Fig. 1: run 1, congestion heat map
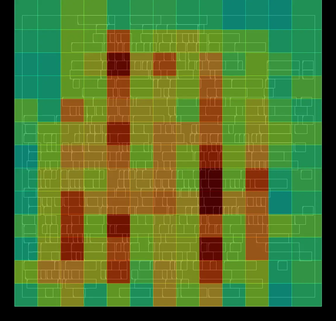
Fig. 2: run 1, PDN straps and rails
Scale bar: 20 um. Pins as bars on the die edge. Tap cells in gray.
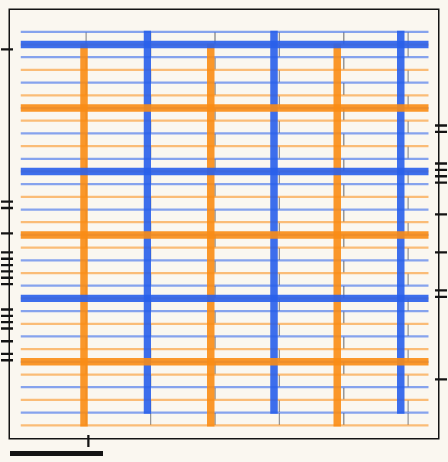
Fig. 3: run 1, metal layers overlaid
Two of the layers only.
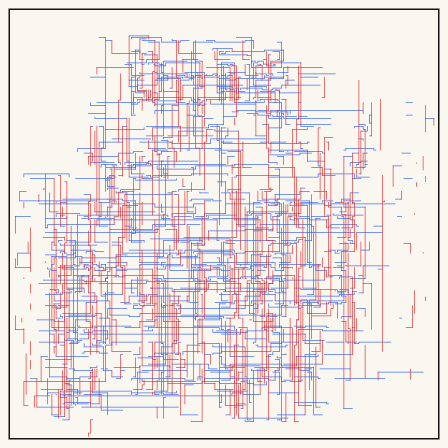
Fig. 4: run 1, layout detail
Window x 56 to 81, y 10 to 35 um. Cells in gray, sequential cells in the stronger gray; small squares are vias.
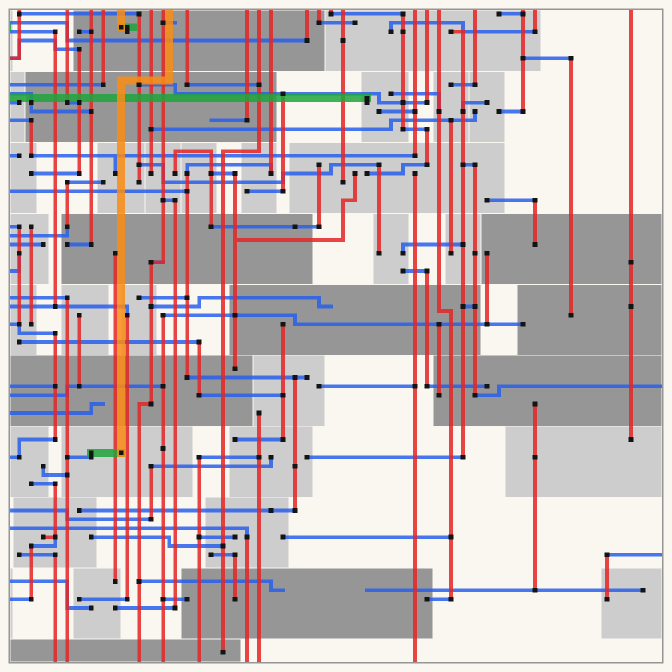
### src/rtl/digit_scan_driver_if.sv
// Value/handshake and display bus between a value producer and digit_scan_driver.
// The master side supplies values; the slave side converts and scans them out.
interface digit_scan_driver_if;
  logic [13:0] value;
  logic        valid;
  logic        ready;
  logic        blank_en;
  logic [3:0]  digit;
  logic [3:0]  anode;
  logic        done;
  logic        overflow;

  modport master (
    output value, valid, blank_en,
    input  ready, digit, anode, done, overflow
  );

  modport slave (
    input  value, valid, blank_en,
    output ready, digit, anode, done, overflow
  );
endinterface

### src/rtl/digit_scan_driver.sv
// Binary-to-BCD (double dabble, 16 cycles per value) feeding a 4-digit multiplexed scanner.
// Values are only accepted while idle; anodes lag the digit code by one cycle to match the decoder.
module digit_scan_driver #(
  parameter int unsigned REFRESH_DIV = 50000
) (
  input  logic         clk_i,
  input  logic         rst_ni,
  digit_scan_driver_if.slave bus
);
  localparam int unsigned PW = $clog2(REFRESH_DIV);
  localparam logic [1:0] IDLE   = 2'd0;
  localparam logic [1:0] SHIFT  = 2'd1;
  localparam logic [1:0] COMMIT = 2'd2;

  logic [1:0]       state_q, state_d;
  logic [13:0]      bin_q, bin_d;
  logic [15:0]      bcd_q, bcd_d;
  logic [3:0]       cnt_q, cnt_d;
  logic             blank_q, blank_d;
  logic             ovf_flag_q, ovf_flag_d;
  logic [3:0][3:0]  disp_q, disp_d;
  logic             done_q, done_d;
  logic             overflow_q, overflow_d;

  logic [15:0]      bcd_adj;
  logic [3:0][3:0]  commit_dig;

  logic [PW-1:0]    presc_q;
  logic [1:0]       idx_q, idx_dly_q;
  logic             dly_vld_q;
  logic [3:0]       digit_q, anode_q;

  always_comb begin
    bcd_adj = bcd_q;
    for (int i = 0; i < 4; i++) begin
      if (bcd_q[4*i +: 4] >= 4'd5) begin
        bcd_adj[4*i +: 4] = bcd_q[4*i +: 4] + 4'd3;
      end
    end
  end

  // Leading-zero blanking never touches digit 0, so a value of 0 still shows "0".
  always_comb begin
    commit_dig = bcd_q;
    if (ovf_flag_q) begin
      commit_dig = 16'hFFFF;
    end else if (blank_q) begin
      if (bcd_q[15:12] == 4'd0) commit_dig[3] = 4'hF;
      if (bcd_q[15:8]  == 8'd0) commit_dig[2] = 4'hF;
      if (bcd_q[15:4]  == 12'd0) commit_dig[1] = 4'hF;
    end
  end

  always_comb begin
    state_d    = state_q;
    bin_d      = bin_q;
    bcd_d      = bcd_q;
    cnt_d      = cnt_q;
    blank_d    = blank_q;
    ovf_flag_d = ovf_flag_q;
    disp_d     = disp_q;
    done_d     = 1'b0;
    overflow_d = overflow_q;
    case (state_q)
      IDLE: begin
        if (bus.valid) begin
          bin_d      = bus.value;
          bcd_d      = 16'd0;
          cnt_d      = 4'd0;
          blank_d    = bus.blank_en;
          ovf_flag_d = (bus.value > 14'd9999);
          state_d    = SHIFT;
        end
      end
      SHIFT: begin
        {bcd_d, bin_d} = {bcd_adj[14:0], bin_q, 1'b0};
        cnt_d          = cnt_q + 4'd1;
        if (cnt_q == 4'd13) state_d = COMMIT;
      end
      COMMIT: begin
        disp_d     = commit_dig;
        done_d     = 1'b1;
        overflow_d = ovf_flag_q;
        state_d    = IDLE;
      end
      default: state_d = IDLE;
    endcase
  end

  always_ff @(posedge clk_i or negedge rst_ni) begin
    if (!rst_ni) begin
      state_q    <= IDLE;
      bin_q      <= '0;
      bcd_q      <= '0;
      cnt_q      <= '0;
      blank_q    <= 1'b0;
      ovf_flag_q <= 1'b0;
      disp_q     <= 16'hFFFF;
      done_q     <= 1'b0;
      overflow_q <= 1'b0;
    end else begin
      state_q    <= state_d;
      bin_q      <= bin_d;
      bcd_q      <= bcd_d;
      cnt_q      <= cnt_d;
      blank_q    <= blank_d;
      ovf_flag_q <= ovf_flag_d;
      disp_q     <= disp_d;
      done_q     <= done_d;
      overflow_q <= overflow_d;
    end
  end

  // dly_vld_q holds anodes off for the first cycle so the first enable lands two cycles after reset.
  always_ff @(posedge clk_i or negedge rst_ni) begin
    if (!rst_ni) begin
      presc_q   <= '0;
      idx_q     <= 2'd0;
      idx_dly_q <= 2'd0;
      dly_vld_q <= 1'b0;
      digit_q   <= 4'hF;
      anode_q   <= 4'hF;
    end else begin
      if (presc_q == PW'(REFRESH_DIV - 1)) begin
        presc_q <= '0;
        idx_q   <= idx_q + 2'd1;
      end else begin
        presc_q <= presc_q + 1'b1;
      end
      digit_q   <= disp_q[idx_q];
      idx_dly_q <= idx_q;
      dly_vld_q <= 1'b1;
      anode_q   <= dly_vld_q ? ~(4'b0001 << idx_dly_q) : 4'hF;
    end
  end

  assign bus.ready    = (state_q == IDLE);
  assign bus.digit    = digit_q;
  assign bus.anode    = anode_q;
  assign bus.done     = done_q;
  assign bus.overflow = overflow_q;
endmodule

### src/flat_wrapper.sv
// flat-port wrapper written by rule: the top's interface ports become plain ports
module digit_scan_driver_flat 
#(
  parameter int unsigned REFRESH_DIV = 50000
)
  (clk_i, rst_ni, bus_value, bus_valid, bus_blank_en, bus_ready, bus_digit, bus_anode, bus_done, bus_overflow);
  digit_scan_driver_if bus_i ();
  input  logic clk_i;
  input  logic rst_ni;
  input wire logic [$bits(bus_i.value)-1:0] bus_value;
  input wire logic [$bits(bus_i.valid)-1:0] bus_valid;
  input wire logic [$bits(bus_i.blank_en)-1:0] bus_blank_en;
  output wire logic [$bits(bus_i.ready)-1:0] bus_ready;
  output wire logic [$bits(bus_i.digit)-1:0] bus_digit;
  output wire logic [$bits(bus_i.anode)-1:0] bus_anode;
  output wire logic [$bits(bus_i.done)-1:0] bus_done;
  output wire logic [$bits(bus_i.overflow)-1:0] bus_overflow;
  assign bus_i.value = bus_value;
  assign bus_i.valid = bus_valid;
  assign bus_i.blank_en = bus_blank_en;
  assign bus_ready = bus_i.ready;
  assign bus_digit = bus_i.digit;
  assign bus_anode = bus_i.anode;
  assign bus_done = bus_i.done;
  assign bus_overflow = bus_i.overflow;
  digit_scan_driver #(.REFRESH_DIV(REFRESH_DIV)) u_core (.clk_i(clk_i), .rst_ni(rst_ni), .bus(bus_i));
endmodule
### config.mk
export PLATFORM = sky130hd
export DESIGN_NAME = digit_scan_driver_flat
export DESIGN_NICKNAME = d
export VERILOG_FILES = /design/src/rtl/digit_scan_driver_if.sv /design/src/rtl/digit_scan_driver.sv /design/src/flat_wrapper.sv
export SDC_FILE = /design/constraint.sdc
export NUM_CORES = 1
export LEC_CHECK = 0
export CAP_MARGIN = 20
export CORE_MARGIN = 2
export CORE_UTILIZATION = 51
export CTS_CLUSTER_DIAMETER = 100
export DETAILED_ROUTE_END_ITERATION = 8
export GPL_TIMING_DRIVEN = 0
export PLACE_DENSITY = 0.8
export SYNTH_ARGS = -nofsm -noshare
export SYNTH_HDL_FRONTEND = slang
export SYNTH_SLANG_ARGS = --single-unit
### constraint.sdc
create_clock -name clk_i -period 2 [get_ports clk_i]
set_clock_uncertainty 0.1 [all_clocks]
set_input_delay 0.4 -clock clk_i [delete_from_list [all_inputs] [get_ports clk_i]]
set_output_delay 0.4 -clock clk_i [all_outputs]
set_load 0.03 [all_outputs]
==> flow_summary.toml, run 1 <==
# generated from flow reports
[place]
place_hpwl_um = 5380
port_buffers = 28

[final_timing]
fin_crit_sh_pct = 97.1
slew_headroom_pct = 66.1
period_needed_ns = 1.94
setup_tns_ns = 0
worst_pin_slew_ns = 0.509

[critical_path]
path_cells = "inv_2, ha_4, nand3b_1, or4_4, o31ai_4, o22a_1"
path_class = "register to register"
crit_required_ns = 2.20
slowest_delay_ns = 0.57
crit_start = "u_core.bcd_q[12]$_DFFE_PN0P_"
cp_data_arrival_time_ns = 2.14
crit_family = "simple AND/OR/NAND/NOR gates"
startpoint_type = "register"

[clock_tree]
clockBufferDepth = 2
cts_tree = "done"

[worst_hold_path]
min_path_type = "register to register"

[layout]
inv_count = 15
area_growth_pct = 18.3
comb_share_pct = 36.0
fillCellCount = 597
buffer_area_share_pct = 8.79
seq_cells = 85

[run]
warnings = 34

[power_and_ir_drop]
clkPwrFrac_pct = 21.5
p_sw_mw = 2.29
p_per_area_mw_per_mm2 = 1350
p_leak_nw = 1.99
ir_drop_v = 0.000851
comb-power_mw = 2.22

[synth]
synthDistinctLibCells = 46
synth_top_cell_by_count = "dfrtp_1"
flop_cell = "dfrtp_1"
ys_seq_share_pct = 55.0

[drt]
firstDrtPassIters = 5
drtIter0Drc = 219
routed_wl_um = 7970

[die]
core_util_floorplan_pct = 53.3
fp.dieW_um = 91.7

[global_route]
gr-total-overflow = 0

[status]
outcome = "completed"
Notes on Fig. 1 above:
met2 Use GR: 33.7%
GRT Overall Usage: 20.6%
WL per Instance: 15.2 um

Notes on Fig. 2 above:
Key: VSS = orange; VDD = blue
29 signal pins sit on the boundary. The core has 31 rows. 32 met1 rails follow the rows.

Notes on Fig. 3 above:
Key: M1 = blue [wire length 3640 um]; M2 = red [wire length 3860 um]

Notes on Fig. 4 above:
Key: M2 = red; M3 = green; M4 = orange; M1 = blue
Sequential cells in the window: 9. Netlist names of flops here include u_core.disp_q (7), u_core.bus.digit (2). Most frequent: dfstp_2 (9), o21ai_0 (5), nand2_1 (5). 34 logic cells have their middle in the window.

-- run 1: repair_timing --
action,4_1_cts,5_1_grt
endpoints found under the hold margin,27,0
setup endpoints to repair,22,8
hold buffers,1,0
pin swaps,2,0
buffers inserted,4,0
gates resized,16,6
-- run 1: kinds of logic (layout without fill, tap and decap cells) --
| logic type | after synthesis | in the layout | synth area share [%] |
|---|---|---|---|
| simple gates | 142 | 142 | 17.9 |
| flops | 85 | 85 | 55.0 |
| compound gates | 73 | 73 | 11.9 |
| buf+inv | 33 | 83 | 3.19 |
| xor+xnor | 20 | 20 | 4.46 |
| fa+ha+maj | 13 | 13 | 4.14 |
| mux | 8 | 8 | 3.35 |
| other cells | 1 | 1 | 0.0955 |
-- run 1: through the flow --
| stage | util [%] | area (um2) | std cells | setup WS, ns |
|---|---|---|---|---|
| floorplan | - | 3930 | 375 | 0.0643 |
| global placement | 58.7 | 4330 | 502 | -2.48 |
| detailed placement | 59.1 | 4350 | 503 | -0.407 |
| CTS | 62.8 | 4630 | 524 | 0.0253 |
| global route | 63.0 | 4640 | 524 | -0.000754 |
| finish | 63.0 | 4640 | 524 | 0.0580 |
-- run 1: sequential cells by signal, summed over array words and instances (netlist names), 2 cells and up --
| signal | count |
|---|---|
| u_core.idx_q | 2 |
| u_core.disp_q | 16 |
| u_core.bcd_q | 16 |
| u_core.bin_q | 14 |
| u_core.bus.digit | 4 |
| u_core.presc_q | 16 |
| u_core.bus.anode | 4 |
| u_core.state_q | 2 |
| u_core.cnt_q | 4 |
| u_core.idx_dly_q | 2 |
-- run 1: routing by layer --
layer | share of wire [%] | global-route usage [%]
met1 | 46 | 27.8
met5 | 0 | 0
met2 | 48 | 33.7
met4 | 1.7 | 9.33
met3 | 4.3 | 2.63
==> inputs of run 2 (changes only) <==
--- a/config.mk
+++ b/config.mk
@@ -12,6 +12,7 @@
 export DETAILED_ROUTE_END_ITERATION = 8
 export GPL_TIMING_DRIVEN = 0
 export PLACE_DENSITY = 0.8
+export REMOVE_ABC_BUFFERS = 1
 export SYNTH_ARGS = -nofsm -noshare
 export SYNTH_HDL_FRONTEND = slang
 export SYNTH_SLANG_ARGS = --single-unit
==> run 2 against run 1 <==
  * Synthesized cell count unchanged
  * Critical path type unchanged
  * Setup slack got worse by 0.0044 ns
  * Clock power increased by 6%
  * Sequential power increased by 2%
  * Critical endpoint unchanged
==> flow_summary.toml, run 2 <==
# generated from flow reports
[clock_tree]
cts_buffers = 9
h-tree-depth = 3
cts_resized = 18
cts_root_buffer = "clkbuf_8"
cts_hold_buffers = 1
worstSkewPairLatency_ns = 0.35
clockBufferDepth = 2
post_cts_buffers = 4
cts_tree = "done"

[synth]
async_flop_share_pct = 100
xor_share_pct = 4.46
topCombFamilyByArea = "simple AND/OR/NAND/NOR gates"
synth-adder-area-share_pct = 4.14
ys_area_mm2 = 0.00393
syn_inst = 375
synthDistinctLibCells = 46
ys_sh_aoi_pct = 11.9
edf_count = 0
simple_gate_area_share_pct = 17.9
flop_cell = "dfrtp_1"
synthTopCellsByCount = "61 x dfrtp_1, 40 x nor2_1, 35 x nand2_1"
synth.area.mux_share_pct = 3.35
yosys_warnings = 0
synth_top_cell_by_count = "dfrtp_1"
ys_seq_share_pct = 55.0

[power_and_ir_drop]
p_leak_nw = 2.00
ir_drop_v = 0.000852
p_per_area_mw_per_mm2 = 1350
comb_power_share_pct = 33.0
clkPwrFrac_pct = 22.8
comb-power_mw = 2.07
p_sw_mw = 2.20
switching_share_pct = 35.0
powerClk_mw = 1.43

[drt]
via_count = 2889
drtIter0Drc = 139
firstDrtPassIters = 4
routed_wl_um = 7550
wire_per_inst_um = 14.7
ant_nets = 0

[critical_path]
startpoint_type = "register"
path_cells = "inv_1, ha_1, nand2b_1, or4_4, o31ai_4, o22a_1"
r2r-start = "u_core.bcd_q[8]$_DFFE_PN0P_"
slowest_delay_ns = 0.53
path_class = "register to register"
crit_path_max_fanout = 4
critPathCaptureType = "register"
crit_family = "simple AND/OR/NAND/NOR gates"
cp_data_arrival_time_ns = 2.13
crit_start = "u_core.bcd_q[8]$_DFFE_PN0P_"
crit_required_ns = 2.19

[layout]
layout_top_cell = "dfrtp_1"
top_regs = "u_core.bcd_q: 16 flops, u_core.disp_q: 16 flops, u_core.presc_q: 16 flops"
fillCellCount = 582
fin_util_pct = 63.1
fin_cells = 513
area_growth_pct = 18.4

[status]
outcome = "completed"

[final_timing]
period_needed_ns = 1.95
fin_crit_sh_pct = 97.3
worst_pin_slew_ns = 0.806
hold_viol_final = 0
setup_viol = 0
slew_headroom_pct = 46.2

[die]
fp.dieW_um = 91.7
core_util_floorplan_pct = 53.3
ios = 29
dieHeight_um = 91.7

[global_route]
gr-total-overflow = 0
antenna_found_initial = 0
grt.total_usage_pct = 19.2
grt_max_degree = 60

[place]
place_hpwl_um = 4970
place_congestion = 0.796
dp_cells = 485
port_buffers = 28

[run]
warnings = 32

[worst_hold_path]
min_path_type = "register to register"
==> run 2: final cells by class <==
cell class | count | share of cell area [%]
clock buffers | 10 | 2.75
flip-flops and latches | 85 | 46.4
well taps | 99 | 2.67
inverters | 15 | 1.24
repair buffers | 41 | 8.32
multi-input cells | 257 | 36.2
clock inverters | 6 | 2.40
==> run 2: stage by stage <==
stage	hold slack, ns	instance area [um2]	total power [mW]	setup TNS [ns]	worst slack, ns
global route	0.382	4650	6.76	0	0.0176
global placement	0.339	4260	4.65	-203.21	-2.46
floorplan	0.00441	3860	4.17	-2.10	-0.148
finish	0.354	4650	6.28	0	0.0535
detailed placement	0.240	4290	4.78	-12.49	-0.776
CTS	0.358	4590	6.24	0	0.00871
==> run 2: kinds of logic (layout without fill, tap and decap cells) <==
family	count (synthesis)	count (layout)
flip-flops	85	85
AND-OR/OR-AND	73	73
other	1	1
buffers and inverters	33	72
XOR/XNOR	20	20
adder cells (fa/ha/maj)	13	13
multiplexers	8	8
AND/OR/NAND/NOR	142	142
==> run 2: path summary, 6_finish.rpt <==
path,to,slack [ns],depth (start not counted)
max,u_core.disp_q[4]$_DFFE_PN1P_,0.05,6
min,u_core.disp_q[3]$_DFFE_PN1P_,0.35,2
max reg2reg,u_core.disp_q[4]$_DFFE_PN1P_,0.05,6
min reg2reg,u_core.disp_q[3]$_DFFE_PN1P_,0.35,2
max in group asynchronous,u_core.disp_q[12]$_DFFE_PN1P_,0.77,3
min in group asynchronous,u_core.bcd_q[8]$_DFFE_PN0P_,0.41,2
==> run 2: metal layers <==
metal,vias up,GRT usage [%],wire (um)
met1,1438,24.6,3350
li1,1380,-,-
met3,8,3.78,295
met5,-,0,0
met2,63,32.0,3820
met4,0,7.71,78
Fig. 5: run 2, layout detail
Window x 56 to 81, y 10 to 35 um. Cells in gray, sequential cells in the stronger gray; small squares are vias.
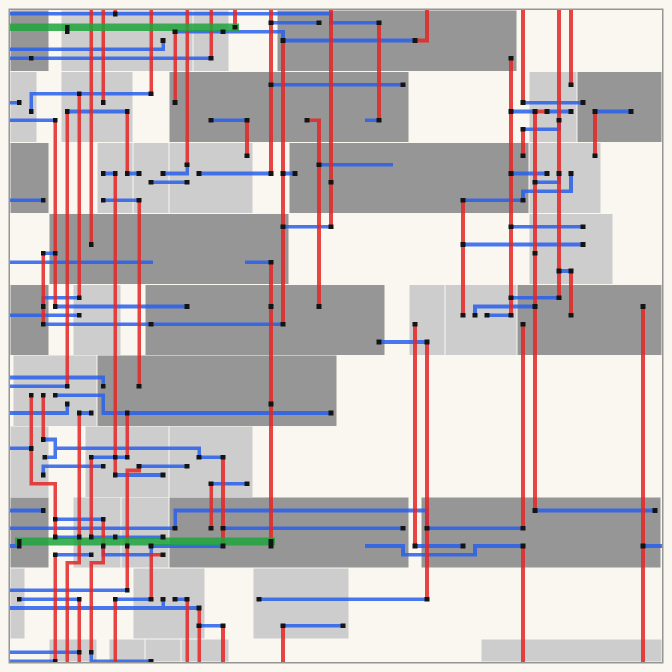
Key: M2 = red; M3 = green; M1 = blue
30 logic cells have their middle in the window. Netlist names of flops here include u_core.idx_dly_q (2), u_core.idx_q (2), u_core.presc_q (2). Sequential cells in the window: 9. Most frequent: dfrtp_1 (8), nand3_1 (4), nand3b_1 (3).

Fig. 6: run 2, register map, names as in the netlist
Other sequential cells in the stronger gray, the rest of the logic in the fainter gray.
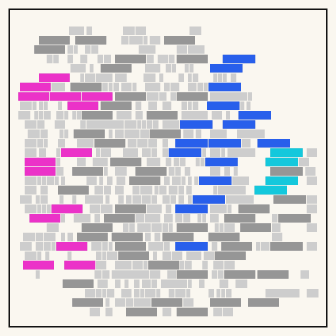
Key: u_core.disp_q = blue [sequential cells 16]; u_core.bus.digit = cyan [sequential cells 4, where middle right]; u_core.bin_q = magenta [sequential cells 14]
Another 51 sequential cells are not colored.

Power is estimated from default activity; no workload was simulated.
